File: src/rtl/seq_div_32by16_pkg.sv
// Shared types and constants for the sequential restoring divider.
package seq_div_pkg;

  localparam int unsigned DIV_DW = 32;
  localparam int unsigned DIV_VW = 16;

  // Quotient reported for a zero divisor; the top truncates it to its own DW.
  localparam logic [63:0] DIV_BY_ZERO_QUOT = '1;

  typedef enum logic [1:0] {
    StIdle,
    StCalc,
    StDone
  } div_state_e;

endpackage

File: src/rtl/seq_div_32by16_div_step.sv
// One combinational restoring-division iteration: shift in the next dividend bit,
// trial-subtract the divisor, and keep the difference when it does not go negative.
module div_step #(
  parameter int unsigned VW = 16
) (
  input  logic [VW:0]   p_i,
  input  logic          q_msb_i,
  input  logic [VW-1:0] d_i,
  output logic [VW:0]   p_o,
  output logic          q_bit_o
);

  logic [VW:0] p_shift;
  logic [VW:0] trial;

  // The partial remainder stays below the divisor, so its top bit is always zero.
  logic unused_p_msb;
  assign unused_p_msb = p_i[VW];

  always_comb begin
    p_shift = {p_i[VW-1:0], q_msb_i};
    trial   = p_shift - {1'b0, d_i};
    q_bit_o = ~trial[VW];
    p_o     = q_bit_o ? trial : p_shift;
  end

endmodule

File: src/rtl/seq_div_32by16.sv
// Iterative radix-2 restoring unsigned divider, one quotient bit per clock.
// Define SEQ_DIV_EARLY_TERM_EN to skip the leading zeros of the dividend.
module seq_div_32by16
  import seq_div_pkg::*;
#(
  parameter int unsigned DW = DIV_DW,
  parameter int unsigned VW = DIV_VW,
  parameter int unsigned CW = 6
) (
  input  logic          clk,
  input  logic          rst,
  input  logic          in_valid,
  output logic          in_ready,
  input  logic [DW-1:0] dividend,
  input  logic [VW-1:0] divisor,
  output logic          out_valid,
  input  logic          out_ready,
  output logic [DW-1:0] quotient,
  output logic [VW-1:0] remainder,
  output logic          div_by_zero
);

  div_state_e    state_q, state_d;
  logic [VW:0]   p_q, p_d;
  logic [DW-1:0] q_q, q_d;
  logic [VW-1:0] d_q, d_d;
  logic [CW-1:0] cnt_q, cnt_d;
  logic          dbz_q, dbz_d;

  logic [VW:0]   step_p;
  logic          step_bit;

  div_step #(
    .VW (VW)
  ) u_div_step (
    .p_i     (p_q),
    .q_msb_i (q_q[DW-1]),
    .d_i     (d_q),
    .p_o     (step_p),
    .q_bit_o (step_bit)
  );

`ifdef SEQ_DIV_EARLY_TERM_EN
  // Number of significant dividend bits; a zero dividend still takes one step.
  logic [CW-1:0] lead_len;
  logic [CW-1:0] lead_shamt;

  always_comb begin
    lead_len = CW'(1);
    for (int i = 0; i < DW; i++) begin
      if (dividend[i]) begin
        lead_len = CW'(i + 1);
      end
    end
    lead_shamt = CW'(DW) - lead_len;
  end
`endif

  always_comb begin
    state_d = state_q;
    p_d     = p_q;
    q_d     = q_q;
    d_d     = d_q;
    cnt_d   = cnt_q;
    dbz_d   = dbz_q;

    unique case (state_q)
      StIdle: begin
        if (in_valid) begin
          if (divisor == '0) begin
            state_d = StDone;
            q_d     = DW'(DIV_BY_ZERO_QUOT);
            p_d     = {1'b0, dividend[VW-1:0]};
            dbz_d   = 1'b1;
          end else begin
            state_d = StCalc;
            p_d     = '0;
            d_d     = divisor;
            dbz_d   = 1'b0;
`ifdef SEQ_DIV_EARLY_TERM_EN
            q_d     = dividend << lead_shamt;
            cnt_d   = lead_len;
`else
            q_d     = dividend;
            cnt_d   = CW'(DW);
`endif
          end
        end
      end
      StCalc: begin
        p_d   = step_p;
        q_d   = {q_q[DW-2:0], step_bit};
        cnt_d = cnt_q - CW'(1);
        if (cnt_q == CW'(1)) begin
          state_d = StDone;
        end
      end
      StDone: begin
        if (out_ready) begin
          state_d = StIdle;
        end
      end
      default: state_d = StIdle;
    endcase
  end

  always_ff @(posedge clk) begin
    if (rst) begin
      state_q <= StIdle;
      p_q     <= '0;
      q_q     <= '0;
      d_q     <= '0;
      cnt_q   <= '0;
      dbz_q   <= 1'b0;
    end else begin
      state_q <= state_d;
      p_q     <= p_d;
      q_q     <= q_d;
      d_q     <= d_d;
      cnt_q   <= cnt_d;
      dbz_q   <= dbz_d;
    end
  end

  assign in_ready    = (state_q == StIdle);
  assign out_valid   = (state_q == StDone);
  assign quotient    = q_q;
  assign remainder   = p_q[VW-1:0];
  assign div_by_zero = dbz_q;

endmodule

File: config.mk
export PLATFORM = sky130hd
export DESIGN_NAME = seq_div_32by16
export DESIGN_NICKNAME = d
export VERILOG_FILES = /design/src/rtl/seq_div_32by16_pkg.sv /design/src/rtl/seq_div_32by16_div_step.sv /design/src/rtl/seq_div_32by16.sv
export SDC_FILE = /design/constraint.sdc
export NUM_CORES = 1
export LEC_CHECK = 0
export CORE_MARGIN = 8
export CORE_UTILIZATION = 50
export CTS_CLUSTER_SIZE = 8
export DETAILED_ROUTE_END_ITERATION = 16
export GPL_ROUTABILITY_DRIVEN = 1
export PLACE_DENSITY = 0.87
export SYNTH_ARGS = -nofsm -noshare
export SYNTH_HDL_FRONTEND = slang
export SYNTH_SLANG_ARGS = --single-unit
File: constraint.sdc
create_clock -name clk -period 4.15 [get_ports clk]
set_input_delay 0.6225 -clock clk [delete_from_list [all_inputs] [get_ports clk]]
set_output_delay 0.6225 -clock clk [all_outputs]
set_load 0.01 [all_outputs]
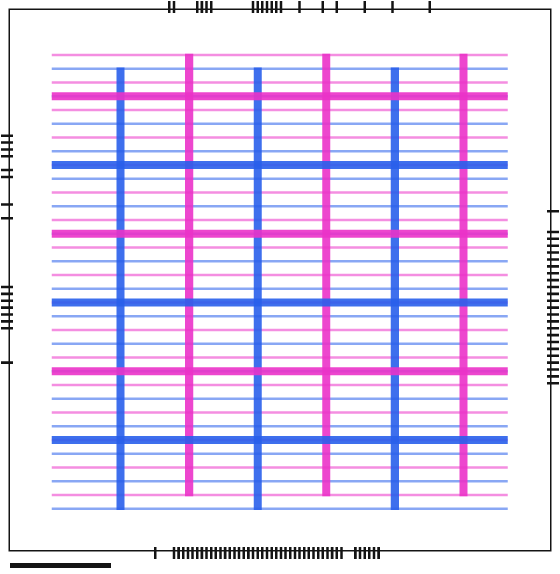
Fig. 1. Power grid (run 1).
Bar = 20 um. Pins as bars on the die edge.
Key: VSS = blue; VDD = magenta
6 straps on met4. 6 straps on met5. 34 met1 rails follow the rows. The core has 33 rows. 103 signal pins sit on the boundary.
total core area: 8093 sq um
Worst VDD drop: 0.0003441 V

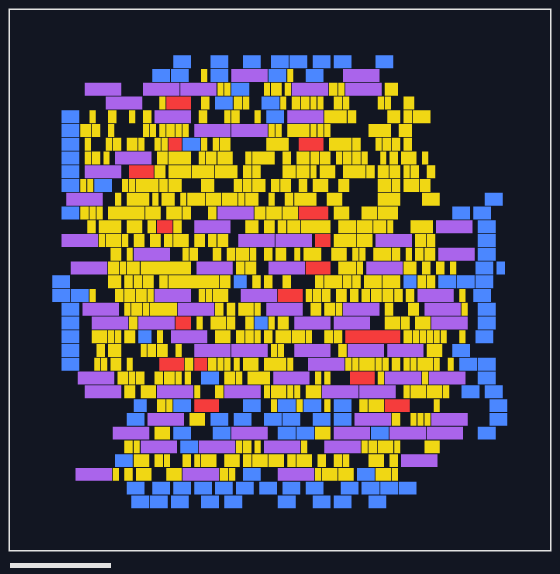
Fig. 2. Placement by cell class (run 1).
Bar = 20 um.
Key: registers = purple [cells 73]; remaining logic cells = yellow [cells 418]; remaining buffers and delay cells = blue [cells 107]; clock drivers and dummy loads = red [cells 16]
post-layout instance area: 5365 sq um
Final Util: 0.6630
sequential portion of the cell area: 0.2724

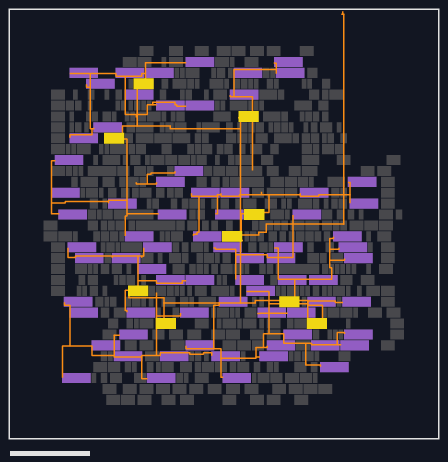
Fig. 3. Clock wires, drivers and flops (run 1).
Bar = 20 um.
Key: clock-net drivers = yellow [count 9]; clock wires = orange [length 926 um]; flip-flops = purple [count 73]
There are 10 routed clock nets. Position of the flops: widely spread.
clock-net power: 0.595 mW
clk_skew: 0.01632 ns

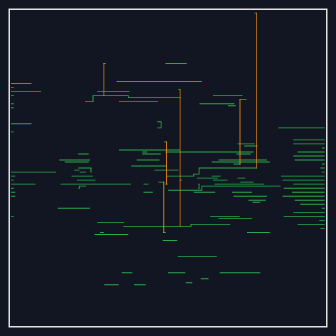
Fig. 4. Signal wires by layer (run 1).
Two of the layers only.
Key: M3 = green [wire length 882 um]; M4 = orange [wire length 163 um]
Global Route Usage Sum: 0.2098
vias: 4288
WL per Instance: 16.88 um

==> flow_metrics.py, run 1 <==
# Flow results
metrics = {
    "synth": {
        "netlist_area_sq_um": 4123,
        "synthesis.nets": 599,
        "synthArstFlopShare": 0,
        "yosysWarnings": 0,
        "synth_area_per_cell_sq_um": 7.808,
        "synth-main-ff-cell": "dfxtp_1",
    },
    "setup_path": {
        "r2r_start": "quotient[31]",
        "cp-end-kind": "flop",
        "startpoint": "divisor[2]",
        "worstPathRequired_ns": 4.40,
    },
    "routing": {
        "drtIter0Drc": 315,
        "m1WireLength_um": 5207,
        "ant_nets": 0,
        "wl_met3_um": 882,
        "wl_met2_um": 5881,
    },
    "grt": {
        "met3_usage": 0.04199,
        "grtUsageMet1": 0.2702,
        "antenna_found_initial": 0,
        "grt_use_met2": 0.3450,
        "grt_pass1_wl_um": 19870,
    },
    "final_layout": {
        "flop_area_sq_um": 1461,
        "mi_logic_area_sq_um": 2429,
        "fin_nets": 680,
        "diodes": 0,
    },
    "floorplan": {
        "die_w_um": 106.8,
        "dieHeight_um": 106.8,
        "chip_area_sq_um": 11410,
        "ios": 103,
        "rows": 33,
    },
    "clock_network": {
        "cts_tree": "built",
        "cts_made_buffers": 9,
        "postCtsSetupRepairBufs": 0,
        "clk_latency_ns": 0.36,
    },
    "power": {
        "p_leak_nw": 1.980,
    },
    "hold_path": {
        "hold_start": "d_q[2]",
        "hp-class": "flop to flop",
        "min_to": "d_q[2]",
    },
    "final_timing": {
        "rsz0062_at_grt": "no",
        "setup_slack_ns": 1.073,
        "slew_headroom": 0.3848,
        "drv_slew": 0,
        "fin_setup_tns_ns": 0,
        "fmax_mhz": 325.0,
    },
    "flow_run": {
        "cap_violations": 0,
    },
    "placed_design": {
        "gp_congestion": 0.8947,
        "hpwl_um": 9113,
        "numPortBuffers": 102,
    },
    "outcome": {
        "outcome": "finished clean",
    },
}
[run 1: synth_stat cells, types with 2 or more instances]
cell,instances
or3_1,2
o2111ai_1,2
nand4_1,4
and4_1,2
inv_1,20
and3_1,3
nor2_1,45
a211oi_1,7
o21ai_0,7
nor4_1,9
o22ai_1,6
o221ai_1,18
o21bai_1,2
nor3_1,18
o211ai_1,3
a21oi_1,63
ha_1,18
buf_6,2
xnor2_1,9
xor2_1,6
clkbuf_1,32
or2_2,2
nand2b_1,4
nand3_1,23
a31oi_1,9
a311oi_1,13
nand2_1,86
a21o_1,3
dfxtp_1,73
mux2i_1,7
nor2b_1,4
o21a_1,3
[run 1: worst max-delay path: cells and delay by family]
| family | cells | cell delay [ns] |
|---|---|---|
| buffers and inverters | 1 | 0.42 |
| AND/OR/NAND/NOR | 5 | 2.27 |
[run 1: where the power goes]
group | total (mW) | leakage [nW] | switching [mW] | internal [mW]
clock network | 0.595 | 0.0996 | 0.306 | 0.289
logic | 1.51 | 1.28 | 0.836 | 0.677
registers | 0.922 | 0.601 | 0.115 | 0.807
[run 1: cells by family (layout without fill, tap and decap cells)]
kind of cell | after synthesis | in the layout | share of synthesized area
simple gates | 205 | 205 | 0.2225
compound gates | 149 | 149 | 0.2437
flops | 73 | 73 | 0.3545
buf+inv | 58 | 144 | 0.05766
fa+ha+maj | 19 | 19 | 0.05949
xor+xnor | 17 | 17 | 0.04522
mux | 7 | 7 | 0.01700
[run 1: state kept, by name, indices dropped and copies added (netlist names)]
signal	cells
cnt_q	6
d_q	16
div_by_zero	1
p_q	16
quotient	32
state_q	2
[run 1: layout by cell type, fill, tap and decap left out, drive strengths merged, types with 8 or more instances in the layout]
master,count
a211oi,8
a21oi,65
a311oi,13
a31oi,9
clkbuf,9
clkdlybuf4s50,101
dfxtp,73
ha,18
inv,23
nand2,86
nand3,23
nor2,45
nor3,18
nor4,9
o221ai,18
xnor2,10
[run 1: worst max-delay path by stage]
| stage | slack, ns | endpoint | depth (start not counted) |
|---|---|---|---|
| 2_1_floorplan | 1.62 | p_q[2] | 11 |
| 3_3_place_gp | 0.84 | quotient[15] | 6 |
| 3_5_place_dp | 0.78 | quotient[15] | 6 |
| 4_1_cts | 1.10 | p_q[15] | 10 |
| 5_1_grt | 0.88 | quotient[1] | 6 |
| 6_report | 1.07 | quotient[1] | 6 |
[run 1: final cells by class]
type	count	area share
Multi-Input combinational cell	397	0.4527
Sequential cell	73	0.2724
Timing Repair Buffer	107	0.1964
Tap cell	105	0.02449
Clock buffer	9	0.02309
Clock inverter	7	0.01632
Inverter	21	0.01469
[run 1: per-stage QoR]
stage | instances | hold slack, ns | power, mW | instance area, sq um | util
after floorplan | 528 | 0.4363 | 2.008 | 4123 | -
after global placement | 703 | 0.4450 | 2.394 | 5154 | 0.6368
after detailed placement | 703 | 0.4521 | 2.429 | 5154 | 0.6368
after CTS | 719 | 0.4627 | 3.021 | 5365 | 0.6630
after global routing | 719 | 0.4872 | 3.213 | 5365 | 0.6630
final | 719 | 0.4614 | 3.030 | 5365 | 0.6630
==> run 1 -> run 2 <==
==> constraint.sdc (replaced) <==
create_clock -name clk -period 2.9 [get_ports clk]
set_input_delay 0.435 -clock clk [delete_from_list [all_inputs] [get_ports clk]]
set_output_delay 0.435 -clock clk [all_outputs]
set_load 0.01 [all_outputs]
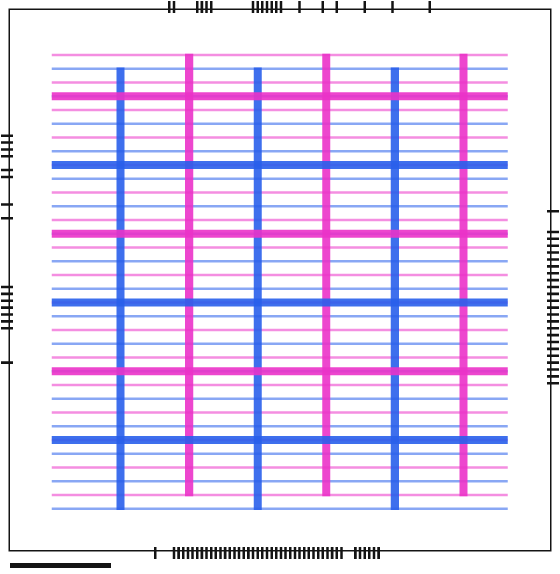
Fig. 5. Power grid (run 2).
Bar = 20 um. Pins as bars on the die edge.
Key: VSS = blue; VDD = magenta
34 met1 rails follow the rows. 103 signal pins sit on the boundary. 6 straps on met5. The core has 33 rows. 6 straps on met4.
Worst VDD drop: 0.0006458 V
Die X: 106.8 um
Die Ht: 106.8 um

==> run 2 against run 1 <==
Synthesized area is the same; worst setup slack got worse by 0.95 ns; sequential share of layout area decreased by 0.68 points; largest cell class unchanged; largest power group unchanged.
==> flow_metrics.py, run 2 <==
# Flow results
metrics = {
    "outcome": {
        "outcome": "finished clean",
    },
    "synth": {
        "yosys.area_share.aoi": 0.2437,
        "synthesis.nets": 599,
        "ys_sh_adder": 0.05948,
        "yosys-top-cells-count": "nand2_1 (86), dfxtp_1 (73), a21oi_1 (63)",
        "logic_family": "AND-OR/OR-AND gates",
        "synth_area_per_cell_sq_um": 7.808,
    },
    "routing": {
        "avgRoutedWirePerCell_um": 17.85,
        "num_vias": 4439,
        "ant_nets": 0,
    },
    "hold_path": {
        "hp-class": "flop to flop",
        "min_to": "d_q[9]",
        "hold_start": "d_q[9]",
    },
    "final_layout": {
        "flop_area_sq_um": 1463,
        "largest_register_ffs": 32,
        "lay_top_count": "clkdlybuf4s50_1",
    },
    "final_timing": {
        "rsz0062_at_grt": "no",
        "slew_headroom": 0.1879,
        "hold_slack_ns": 0.4595,
    },
    "clock_network": {
        "clk_latency_ns": 0.36,
        "cts_made_buffers": 9,
    },
    "flow_run": {
        "cap_violations": 0,
    },
    "setup_path": {
        "cp-end-kind": "flop",
        "r2r_start": "p_q[1]",
        "crit_buf_inv": 0,
    },
    "grt": {
        "antenna_found_initial": 0,
        "met3_usage": 0.05039,
        "grt_pass1_wl_um": 21740,
        "grtUsageMet1": 0.2777,
    },
    "floorplan": {
        "ios": 103,
        "chip_area_sq_um": 11410,
        "rows": 33,
    },
    "power": {
        "p_leak_nw": 2.075,
        "power_mw": 4.565,
    },
}
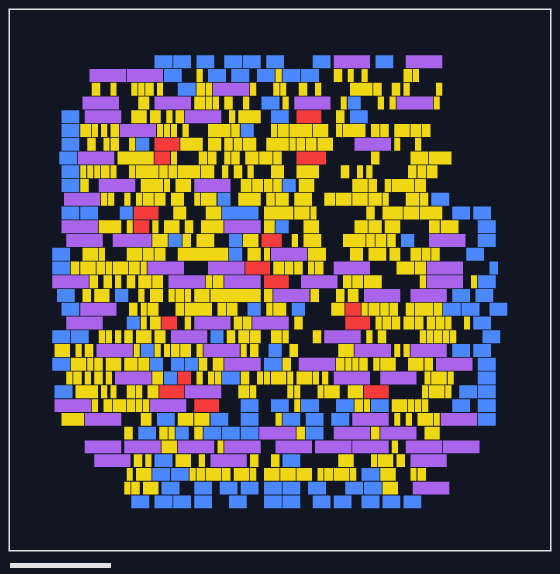
Fig. 6. Placement by cell class (run 2).
Bar = 20 um.
Key: registers = purple [cells 73]; remaining logic cells = yellow [cells 418]; clock drivers and dummy loads = red [cells 16]; remaining buffers and delay cells = blue [cells 126]
Final Util: 0.6804
post-layout instance area: 5507 sq um

==> run 2: cell count changes in the layout (fill, tap and decap cells not counted), sizes merged <==
cell / before / now
bufinv: 1 / 0
buf: 6 / 25
clkinvlp: 2 / 1
inv: 23 / 25
==> run 2: cell families after synthesis <==
logic type      after synthesis
simple gates                205
compound gates              149
flops                        73
buf+inv                      58
fa+ha+maj                    19
xor+xnor                     17
mux                           7
==> run 2: power by group <==
part,internal (mW),switching [mW],total [mW]
logic,1.15,1.31,2.46
registers,1.16,0.160,1.32
clock network,0.336,0.457,0.792
==> run 2: what timing repair did <==
action	CTS	global route
resized	0	2
pin swaps	1	1
buffers inserted	2	3
setup endpoints to repair	3	6
gates cloned	0	0
endpoints found under the hold margin	0	0
==> run 2: metal layers <==
metal  up-vias  routed length [um]
li1       2111                   -
met1      2113                5405
met2       183                6465
met3        32                 875
met4         0                 424
met5         -                   0
==> run 2: worst max path at each step <==
stage | start | to | cells after the start
after floorplan | quotient[31] | p_q[2] | 11
after global placement | quotient[31] | p_q[15] | 10
after detailed placement | p_q[0] | p_q[15] | 9
after CTS | p_q[0] | p_q[15] | 10
after global routing | p_q[10] | p_q[5] | 8
final | p_q[1] | p_q[2] | 8
==> run 2: worst min-delay path: stages (launching register included) <==
cell and delay, ns:
dfxtp_1 0.32, nand2_1 0.05, a21oi_1 0.05
==> run 2: area by class of cell <==
class	instances	share of cell area
Tap cell	105	0.02386
Multi-Input combinational cell	397	0.4415
Inverter	21	0.01431
Timing Repair Buffer	126	0.2195
Sequential cell	73	0.2656
Clock inverter	7	0.01272
Clock buffer	9	0.02249
Power figures rest on the tool's default switching activity, not on a simulated workload.
